<file path="src/rtl/reaction_timer_core_pkg.sv">
// -----------------------------------------------------------------------------
// reaction_timer_core_pkg
// Shared constants for the reaction timer: display sentinels, the saturation
// limit of the reaction count, the FSM state encoding and the LFSR step
// function used by lfsr16.
// -----------------------------------------------------------------------------
package reaction_timer_core_pkg;

  // Display codes outside 0..9999 so the decoder can tell them from a count
  localparam logic [13:0] SENT_FAIL      = 14'h3FFF;
  localparam logic [13:0] SENT_IDLE      = 14'h3FFE;
  localparam logic [13:0] SENT_LED_BLANK = 14'h3FFD;
  localparam logic [13:0] MAX_MS         = 14'd9999;

  typedef enum logic [2:0] {
    ST_IDLE   = 3'd0,
    ST_WAIT   = 3'd1,
    ST_ARMED  = 3'd2,
    ST_RESULT = 3'd3,
    ST_FAIL   = 3'd4
  } state_e;

  // One step of the x^16 + x^14 + x^13 + x^11 + 1 Fibonacci LFSR
  function automatic logic [15:0] lfsr16_next(input logic [15:0] cur);
    logic fb;
    fb = cur[15] ^ cur[13] ^ cur[12] ^ cur[10];
    return {cur[14:0], fb};
  endfunction

endpackage

</file>
<file path="src/rtl/reaction_timer_core_lfsr16.sv">
// -----------------------------------------------------------------------------
// lfsr16
// Free-running 16-bit maximal-length LFSR, stepped every clock cycle.
// Ports:
//   clock_i  system clock
//   reset_i  synchronous active-high reset, loads SEED
//   lfsr_o   current LFSR state
// -----------------------------------------------------------------------------
module lfsr16
  import reaction_timer_core_pkg::*;
#(
  parameter logic [15:0] SEED = 16'hACE1
) (
  input  logic        clock_i,
  input  logic        reset_i,
  output logic [15:0] lfsr_o
);

  // A zero seed would lock the register up, so it is replaced by 1
  localparam logic [15:0] SAFE_SEED = (SEED == 16'h0000) ? 16'h0001 : SEED;

  logic [15:0] lfsr_q;
  logic [15:0] lfsr_d;

  // Next LFSR state; an all-zero state (only reachable by an upset) recovers
  always_comb begin
    lfsr_d = SAFE_SEED;
    if (lfsr_q == 16'h0000) begin
      lfsr_d = SAFE_SEED;
    end else begin
      lfsr_d = lfsr16_next(lfsr_q);
    end
  end

  // LFSR state register
  always_ff @(posedge clock_i) begin
    if (reset_i) begin
      lfsr_q <= SAFE_SEED;
    end else begin
      lfsr_q <= lfsr_d;
    end
  end

  assign lfsr_o = lfsr_q;

endmodule

</file>
<file path="src/rtl/reaction_timer_core.sv">
// -----------------------------------------------------------------------------
// reaction_timer_core
// Reaction-time game: a start press arms a random delay, after which the
// stimulus LED lights and the user's reaction time is counted in ms.
// Ports:
//   clock             system clock (single domain)
//   reset             synchronous active-high reset
//   rising_edge_1khz  one-cycle strobe, once per millisecond
//   start_button      debounced level, rising edge starts/restarts a trial
//   react_button      debounced level, rising edge is the reaction
//   time_millisecs    registered display code (0..9999 or sentinel)
//   display_enable    registered, 1 = display anodes active
//   stimulus_led      registered, 1 = stimulus lit
// -----------------------------------------------------------------------------
module reaction_timer_core
  import reaction_timer_core_pkg::*;
#(
  parameter int          MIN_DELAY_MS = 1000,
  parameter int          RAND_BITS    = 11,
  parameter logic [15:0] LFSR_SEED    = 16'hACE1
) (
  input  logic        clock,
  input  logic        reset,
  input  logic        rising_edge_1khz,
  input  logic        start_button,
  input  logic        react_button,
  output logic [13:0] time_millisecs,
  output logic        display_enable,
  output logic        stimulus_led
);

  // The delay counter is 16 bits: MIN_DELAY_MS + 2^RAND_BITS - 1 must fit
  localparam logic [15:0] MIN_DELAY_C = 16'(MIN_DELAY_MS);
  localparam logic [15:0] RAND_MASK   = 16'((32'd1 << RAND_BITS) - 32'd1);

  logic        start_q;
  logic        react_q;
  logic        live_q;
  logic        start_edge_s;
  logic        react_edge_s;
  logic [15:0] lfsr_s;
  logic [15:0] delay_load_s;

  state_e      state_q;
  logic [15:0] delay_q;
  logic [13:0] count_q;
  logic [13:0] time_q;
  logic        led_q;
  logic        disp_q;

  lfsr16 #(
    .SEED (LFSR_SEED)
  ) u_lfsr (
    .clock_i (clock),
    .reset_i (reset),
    .lfsr_o  (lfsr_s)
  );

  // Button history registers; live_q masks edges in the first cycle after
  // reset so that a button held through reset release is not seen as a press
  always_ff @(posedge clock) begin
    if (reset) begin
      start_q <= 1'b0;
      react_q <= 1'b0;
      live_q  <= 1'b0;
    end else begin
      start_q <= start_button;
      react_q <= react_button;
      live_q  <= 1'b1;
    end
  end

  // Single-cycle rising-edge pulses and the random delay for the next trial
  always_comb begin
    start_edge_s = live_q & start_button & ~start_q;
    react_edge_s = live_q & react_button & ~react_q;
    delay_load_s = MIN_DELAY_C + (lfsr_s & RAND_MASK);
  end

  // Game FSM with its counters and registered outputs
  always_ff @(posedge clock) begin
    if (reset) begin
      state_q <= ST_IDLE;
      delay_q <= 16'd0;
      count_q <= 14'd0;
      time_q  <= SENT_IDLE;
      led_q   <= 1'b0;
      disp_q  <= 1'b0;
    end else begin
      disp_q <= 1'b1;
      unique case (state_q)
        ST_IDLE: begin
          led_q <= 1'b0;
          if (start_edge_s) begin
            state_q <= ST_WAIT;
            delay_q <= delay_load_s;
            time_q  <= SENT_LED_BLANK;
          end else begin
            state_q <= ST_IDLE;
            time_q  <= SENT_IDLE;
          end
        end

        ST_WAIT: begin
          if (react_edge_s) begin
            // Early press beats a coincident final strobe
            state_q <= ST_FAIL;
            delay_q <= 16'd0;
            time_q  <= SENT_FAIL;
            led_q   <= 1'b0;
          end else if (rising_edge_1khz) begin
            if (delay_q <= 16'd1) begin
              // This strobe takes the delay to zero: light the stimulus now
              state_q <= ST_ARMED;
              delay_q <= 16'd0;
              count_q <= 14'd0;
              time_q  <= 14'd0;
              led_q   <= 1'b1;
            end else begin
              delay_q <= delay_q - 16'd1;
              time_q  <= SENT_LED_BLANK;
              led_q   <= 1'b0;
            end
          end else begin
            time_q <= SENT_LED_BLANK;
            led_q  <= 1'b0;
          end
        end

        ST_ARMED: begin
          if (react_edge_s) begin
            // Freeze the count; a coincident strobe does not add to it
            state_q <= ST_RESULT;
            time_q  <= count_q;
            led_q   <= 1'b0;
          end else if (rising_edge_1khz) begin
            if (count_q >= MAX_MS) begin
              state_q <= ST_RESULT;
              count_q <= MAX_MS;
              time_q  <= MAX_MS;
              led_q   <= 1'b0;
            end else begin
              count_q <= count_q + 14'd1;
              time_q  <= count_q + 14'd1;
              led_q   <= 1'b1;
            end
          end else begin
            time_q <= count_q;
            led_q  <= 1'b1;
          end
        end

        ST_RESULT, ST_FAIL: begin
          led_q <= 1'b0;
          if (start_edge_s) begin
            state_q <= ST_WAIT;
            delay_q <= delay_load_s;
            time_q  <= SENT_LED_BLANK;
          end else if (state_q == ST_RESULT) begin
            time_q <= count_q;
          end else begin
            time_q <= SENT_FAIL;
          end
        end

        default: begin
          state_q <= ST_IDLE;
          delay_q <= 16'd0;
          count_q <= 14'd0;
          time_q  <= SENT_IDLE;
          led_q   <= 1'b0;
        end
      endcase
    end
  end

  assign time_millisecs = time_q;
  assign stimulus_led   = led_q;
  assign display_enable = disp_q;

endmodule

</file>
<file path="config.mk">
export PLATFORM = sky130hd
export DESIGN_NAME = reaction_timer_core
export DESIGN_NICKNAME = d
export VERILOG_FILES = /design/src/rtl/reaction_timer_core_pkg.sv /design/src/rtl/reaction_timer_core_lfsr16.sv /design/src/rtl/reaction_timer_core.sv
export SDC_FILE = /design/constraint.sdc
export NUM_CORES = 1
export LEC_CHECK = 0
export ABC_AREA = 1
export CORE_MARGIN = 5
export CORE_UTILIZATION = 50
export DETAILED_ROUTE_END_ITERATION = 6
export PLACE_DENSITY = 0.76
export SLEW_MARGIN = 5
export SYNTH_ARGS = -nofsm -noshare
export SYNTH_HDL_FRONTEND = slang
export SYNTH_SLANG_ARGS = --single-unit
</file>
<file path="constraint.sdc">
create_clock -name clock -period 1.7 [get_ports clock]
set_input_delay 0.425 -clock clock [delete_from_list [all_inputs] [get_ports clock]]
set_output_delay 0.425 -clock clock [all_outputs]
set_load 0.02 [all_outputs]
</file>
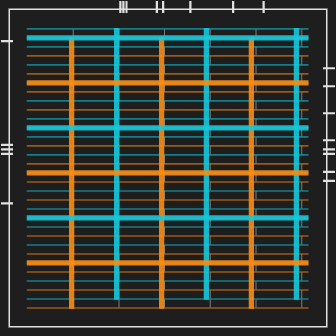
Fig. 1. Supply network (run 1).
Pins as bars on the die edge. Tap cells in grey.
| colour | net |
|---|---|
| orange | VSS |
| cyan | VDD |
signal pins: 21
met5 straps: 6
rows: 31

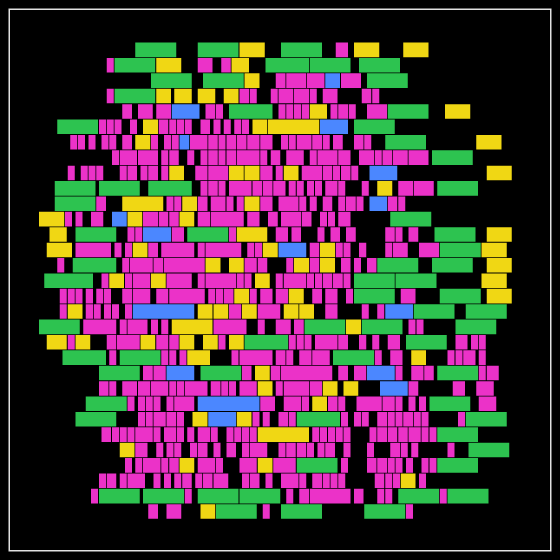
Fig. 2. Placement by cell class (run 1).
| colour | class | cells |
|---|---|---|
| green | sequential cells | 67 |
| magenta | remaining logic cells | 455 |
| yellow | remaining buffers and delay cells | 78 |
| blue | clock drivers and dummy loads | 16 |

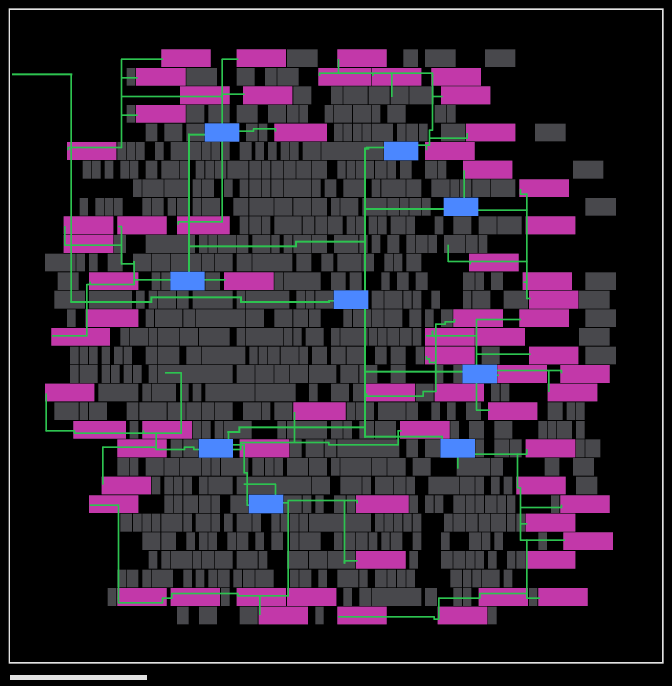
Fig. 3. Clock distribution (run 1).
The bar under the picture is 20 um long.
[green] clock wires | length: 855 um
[magenta] flip-flops | count: 67
[blue] clock-net drivers | count: 9
flops lie: spread over the die
routed clock nets: 10

==> metrics.csv, run 1 <==
stage,metric,value,unit
worst_setup_path,Worst Setup SP,delay_q[9],
routing,Post-DRT Antenna Nets,0,
clocking,worst-case clock buffer depth,2,
pwr,Cell Pwr Density,1840,nW/um^2
global_routing,gr ovfl total,0,
logic_synthesis,Synth area leader,dfxtp_1,
die,core box area,7180,um^2
die,# IOs,21,
global_routing,met2 Use GR,0.346,
clocking,clk_lat worst skew,0.35,ns
routing,drt initial violations,459,
worst_setup_path,Reg2Reg Depth,9,
die,chip area,9110,um^2
timing,Slew Limit Fails,0,
timing,unrepaired setup endpoints after global routing,yes,
worst_setup_path,"critical path fanouts, max",6,
timing,minimum hold slack,0.322,ns
logic_synthesis,Synth flops,67,
die,FP Core Util,0.509,
routing,DR DRC count,0,
global_routing,GR met3 Demand/Resource,0.0474,
routing,Via Count,3855,
placement,Final GP Congestion,0.969,
timing,Final setup viols,4,
logic_synthesis,Yosys warnings,0,
global_routing,Tot GR Track Use,0.221,
timing,relative slew slack,0.676,
status,status,"complete, but fails checks",
global_routing,vias in the first global route,3508,
worst_setup_path,Critical Path End,time_millisecs[3],
global_routing,most heavily used metal layer in global routing,met2,
logic_synthesis,top-count cell post-synth,nand2_1,
worst_setup_path,worst flop-to-flop path endpoint,time_millisecs[3],
status,failing checks,setup timing,
global_routing,met1 GRT Util,0.296,
logic_synthesis,Synth area leaders,"dfxtp_1 37%, nand2_1 13%, nor2_1 7.0%, nand3_1 6.6%, inv_1 6.0%",
die,die height,95.5,um
timing,slack of the critical path,-0.0245,ns
logic_synthesis,Commonest flop,dfxtp_1,
logic_synthesis,synth unique cells,44,
final_layout,Layout area overhead,33.8,%
hold_path,worst hold stages,3,
logic_synthesis,post-synth top area share,0.367,
flow_run,number of max-capacitance violations reported,0,
clocking,number of CTS-inserted buffers,9,
logic_synthesis,syn nets,547,
run 1: worst max-delay path, stage by stage, from the launching register on:
cell	delay, ns
dfxtp_1	0.34
nor2_1	0.19
nand2_2	0.12
nor2_4	0.14
nand2_2	0.09
o21ai_4	0.16
nand2_2	0.10
nor2_4	0.20
clkbuf_16	0.19
nand3_2	0.06
run 1: per-layer routing:
metal  vias to the layer above  share of wire
met3                        29          0.086
met5                         -              0
li1                       1901              -
met2                       185           0.46
met4                         0          0.019
met1                      1740           0.43
run 1: stage by stage:
step / TNS [ns] / total power, W / worst slack [ns] / utilization
floorplan: 0 / 0.00511 / 0.0530 / -
global placement: -15.06 / 0.00651 / -0.398 / 0.599
detailed placement: -17.65 / 0.00660 / -0.457 / 0.599
CTS: -0.230 / 0.00821 / -0.0496 / 0.636
global route: -1.21 / 0.00961 / -0.0979 / 0.681
finish: -0.0382 / 0.00900 / -0.0245 / 0.681
run 1: final cells by class:
type,instances,share of cell area
Sequential cell,67,0.277
Clock inverter,6,0.0182
Multi-Input combinational cell,386,0.447
Tap cell,99,0.0254
Timing Repair Buffer,78,0.151
Clock buffer,10,0.0282
Inverter,69,0.0533
run 1: state kept, by name, indices dropped and copies added, names as in the netlist, 3 cells and up:
register / count
count_q: 14
delay_q: 16
state_q: 3
time_millisecs: 14
u_lfsr.lfsr_o: 16
run 1: cells by family after synthesis:
group           Yosys count  synth area share
xor+xnor                 15            0.0360
fa+ha+maj                 4            0.0137
buf+inv                  85            0.0936
simple gates            290             0.360
compound gates           77             0.130
flops                    67             0.367
run 1: report_power, final:
group | total (W) | switching [W] | internal [W]
sequential | 0.00212 | 0.000229 | 0.00189
clock | 0.00149 | 0.000627 | 0.000864
combinational | 0.00538 | 0.00314 | 0.00224
total | 0.00900 | 0.00400 | 0.00500
==> inputs of run 2 (changes only) <==
--- a/config.mk
+++ b/config.mk
@@ -9,6 +9,7 @@
 export CORE_MARGIN = 5
 export CORE_UTILIZATION = 50
 export DETAILED_ROUTE_END_ITERATION = 6
+export GPL_TIMING_DRIVEN = 0
 export PLACE_DENSITY = 0.76
 export SLEW_MARGIN = 5
 export SYNTH_ARGS = -nofsm -noshare
==> metrics.csv, run 2 <==
stage,metric,value,unit,change
status,status,"complete, but fails checks",,unchanged
status,failing checks,setup timing,,unchanged
clocking,worst-case clock buffer depth,2,,unchanged
global_routing,met2 Use GR,0.358,,was 0.346
global_routing,vias in the first global route,3536,,"was 3,508"
pwr,Sw Share,0.464,,was 0.445
placement,Post-Place Setup Slack,-0.745,ns,was -0.457 ns
global_routing,GR met3 Demand/Resource,0.0545,,was 0.0474
timing,relative slew slack,0.596,,was 0.676
global_routing,Tot GR Track Use,0.231,,was 0.221
pwr,Tot Pwr,0.00926,W,was 0.00900 W
timing,Slew Limit Fails,0,,unchanged
logic_synthesis,multiplexer share of the synthesized area,0,,unchanged
logic_synthesis,top-count cell post-synth,nand2_1,,unchanged
clocking,number of CTS-inserted buffers,9,,unchanged
pwr,part of the power in registers,0.238,,was 0.236
worst_setup_path,critical path's slowest cell,dfxtp_4,,was dfxtp_1
pwr,combinational share of power,0.629,,was 0.598
logic_synthesis,Commonest flop,dfxtp_1,,unchanged
logic_synthesis,post-synth top area share,0.367,,unchanged
timing,minimum hold slack,0.361,ns,was 0.322 ns
routing,Post-DRT Antenna Nets,0,,unchanged
clocking,clk_lat worst skew,0.35,ns,about the same
logic_synthesis,synth unique cells,44,,unchanged
logic_synthesis,Dominant comb cell,simple AND/OR/NAND/NOR gates,,unchanged
final_layout,Layout Utilization,0.675,,was 0.681
routing,Via Count,4018,,"was 3,855"
worst_setup_path,CP Buf/Inv Count,1,,unchanged
global_routing,gr ovfl total,0,,unchanged
routing,metal2 WL,4940,um,was 4820 um
timing,Setup Total Neg Slack,-0.466,ns,was -0.0382 ns
global_routing,met1 GRT Util,0.313,,was 0.296
hold_path,worst hold stages,3,,unchanged
die,# IOs,21,,unchanged
logic_synthesis,ao+oa area frac,0.130,,unchanged
routing,routed wl met3,954,um,was 888 um
timing,slack of the critical path,-0.0625,ns,was -0.0245 ns
timing,Final setup viols,10,,was 4
die,FP Core Util,0.509,,unchanged
logic_synthesis,syn nets,547,,unchanged
worst_setup_path,Reg2Reg Depth,9,,unchanged
pwr,Clk pwr share,0.133,,was 0.166
final_layout,Layout area overhead,32.7,%,was 33.8%
placement,Final GP Congestion,0.958,,was 0.969
logic_synthesis,simple share,0.360,,unchanged
pwr,Cell Pwr Density,1910,nW/um^2,was 1840 nW/um^2
logic_synthesis,Synth area leader,dfxtp_1,,unchanged
logic_synthesis,yosys xor share,0.0360,,unchanged
global_routing,most heavily used metal layer in global routing,met2,,unchanged
run 2: worst max path at each step:
stage	start	endpoint	slack (ns)	depth (start not counted)
3_3_place_gp	react_button	count_q[4]	-0.74	9
4_1_cts	delay_q[1]	time_millisecs[11]	-0.003	10
2_1_floorplan	delay_q[0]	time_millisecs[12]	0.05	10
3_5_place_dp	react_button	count_q[4]	-0.75	9
5_1_grt	delay_q[2]	time_millisecs[4]	-0.09	9
6_report	delay_q[2]	time_millisecs[13]	-0.06	9
run 2: final cells by class:
class | count | share of cell area
sequential | 67 | 0.284
timing repair buffer | 52 | 0.102
tap | 99 | 0.0256
buffer | 16 | 0.0207
clock inverter | 4 | 0.00516
inverter | 69 | 0.0550
multi-input combinational | 386 | 0.476
clock buffer | 12 | 0.0320
run 2: kinds of logic (layout without fill, tap and decap cells):
family,count (synthesis),in the layout
AOI/OAI and AO/OA,77,77
xor gates and xnor gates,15,15
buffers and inverters,85,153
DFF,67,67
adders and majority gates,4,4
and+or+nand+nor,290,290
run 2: power groups by stage:
| stage | sequential, W | clock (W) | combinational (W) |
|---|---|---|---|
| 3_3_place_gp | 0.00214 | 0 | 0.00387 |
| 3_5_place_dp | 0.00215 | 0 | 0.00396 |
| 5_1_grt | 0.00225 | 0.00132 | 0.00620 |
| 6_report | 0.00221 | 0.00123 | 0.00583 |
| 4_1_cts | 0.00214 | 0.00123 | 0.00493 |
| 2_1_floorplan | 0.00225 | 0 | 0.00286 |
run 2: repair_timing:
| item | 4_1_cts | 5_1_grt |
|---|---|---|
| gates resized | 46 | 90 |
| setup buffers | 19 | 11 |
| cloned | 1 | 1 |
| setup endpoints to repair | 49 | 60 |
| pin swaps | 15 | 19 |
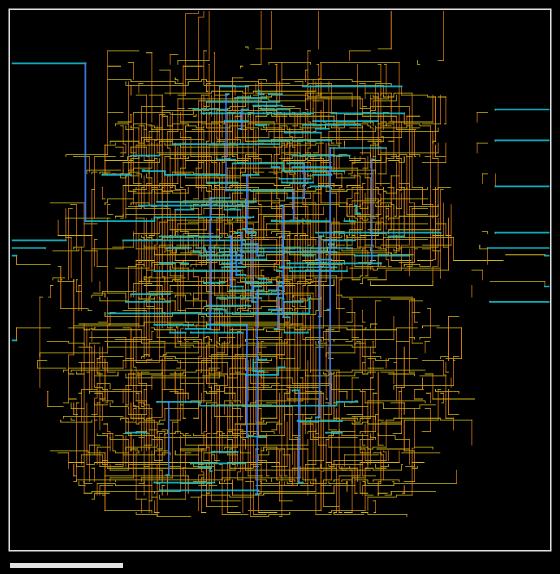
Fig. 4. Metal layers overlaid (run 2).
The bar under the picture is 20 um long.
| colour | layer | wire length |
|---|---|---|
| orange | M2 | 4,940 um |
| cyan | M3 | 954 um |
| blue | M4 | 335 um |
| yellow | M1 | 4,520 um |

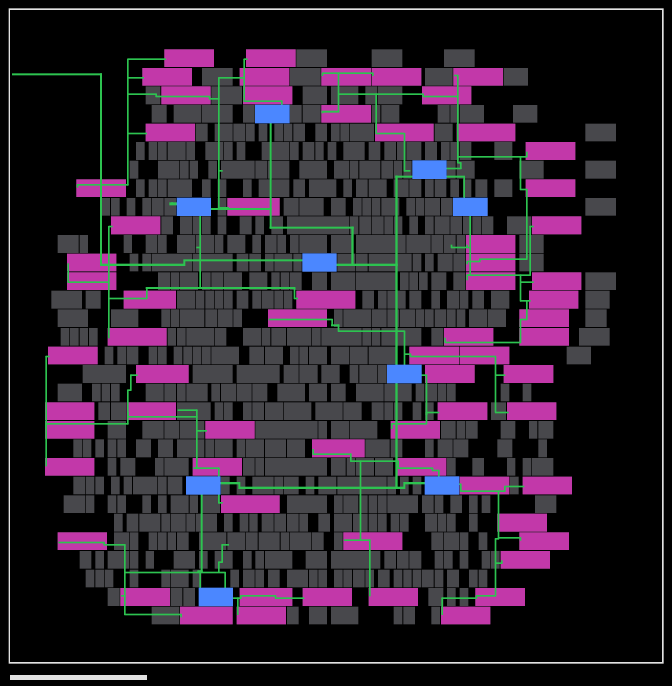
Fig. 5. Clock distribution (run 2).
The bar under the picture is 20 um long.
[green] clock wires | length: 875 um
[magenta] flip-flops | count: 67
[blue] clock-net drivers | count: 9
routed clock nets: 10
flops lie: spread over the die

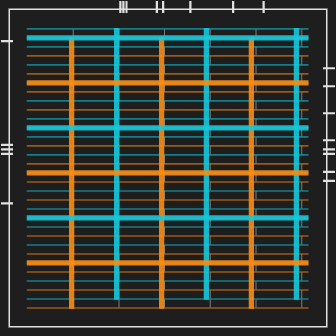
Fig. 6. Supply network (run 2).
Pins as bars on the die edge. Tap cells in grey.
| colour | net |
|---|---|
| orange | VSS |
| cyan | VDD |
met4 straps: 6
met1 rails: 32
tap cells: 99
rows: 31
met5 straps: 6

Power is estimated from default activity; no workload was simulated.
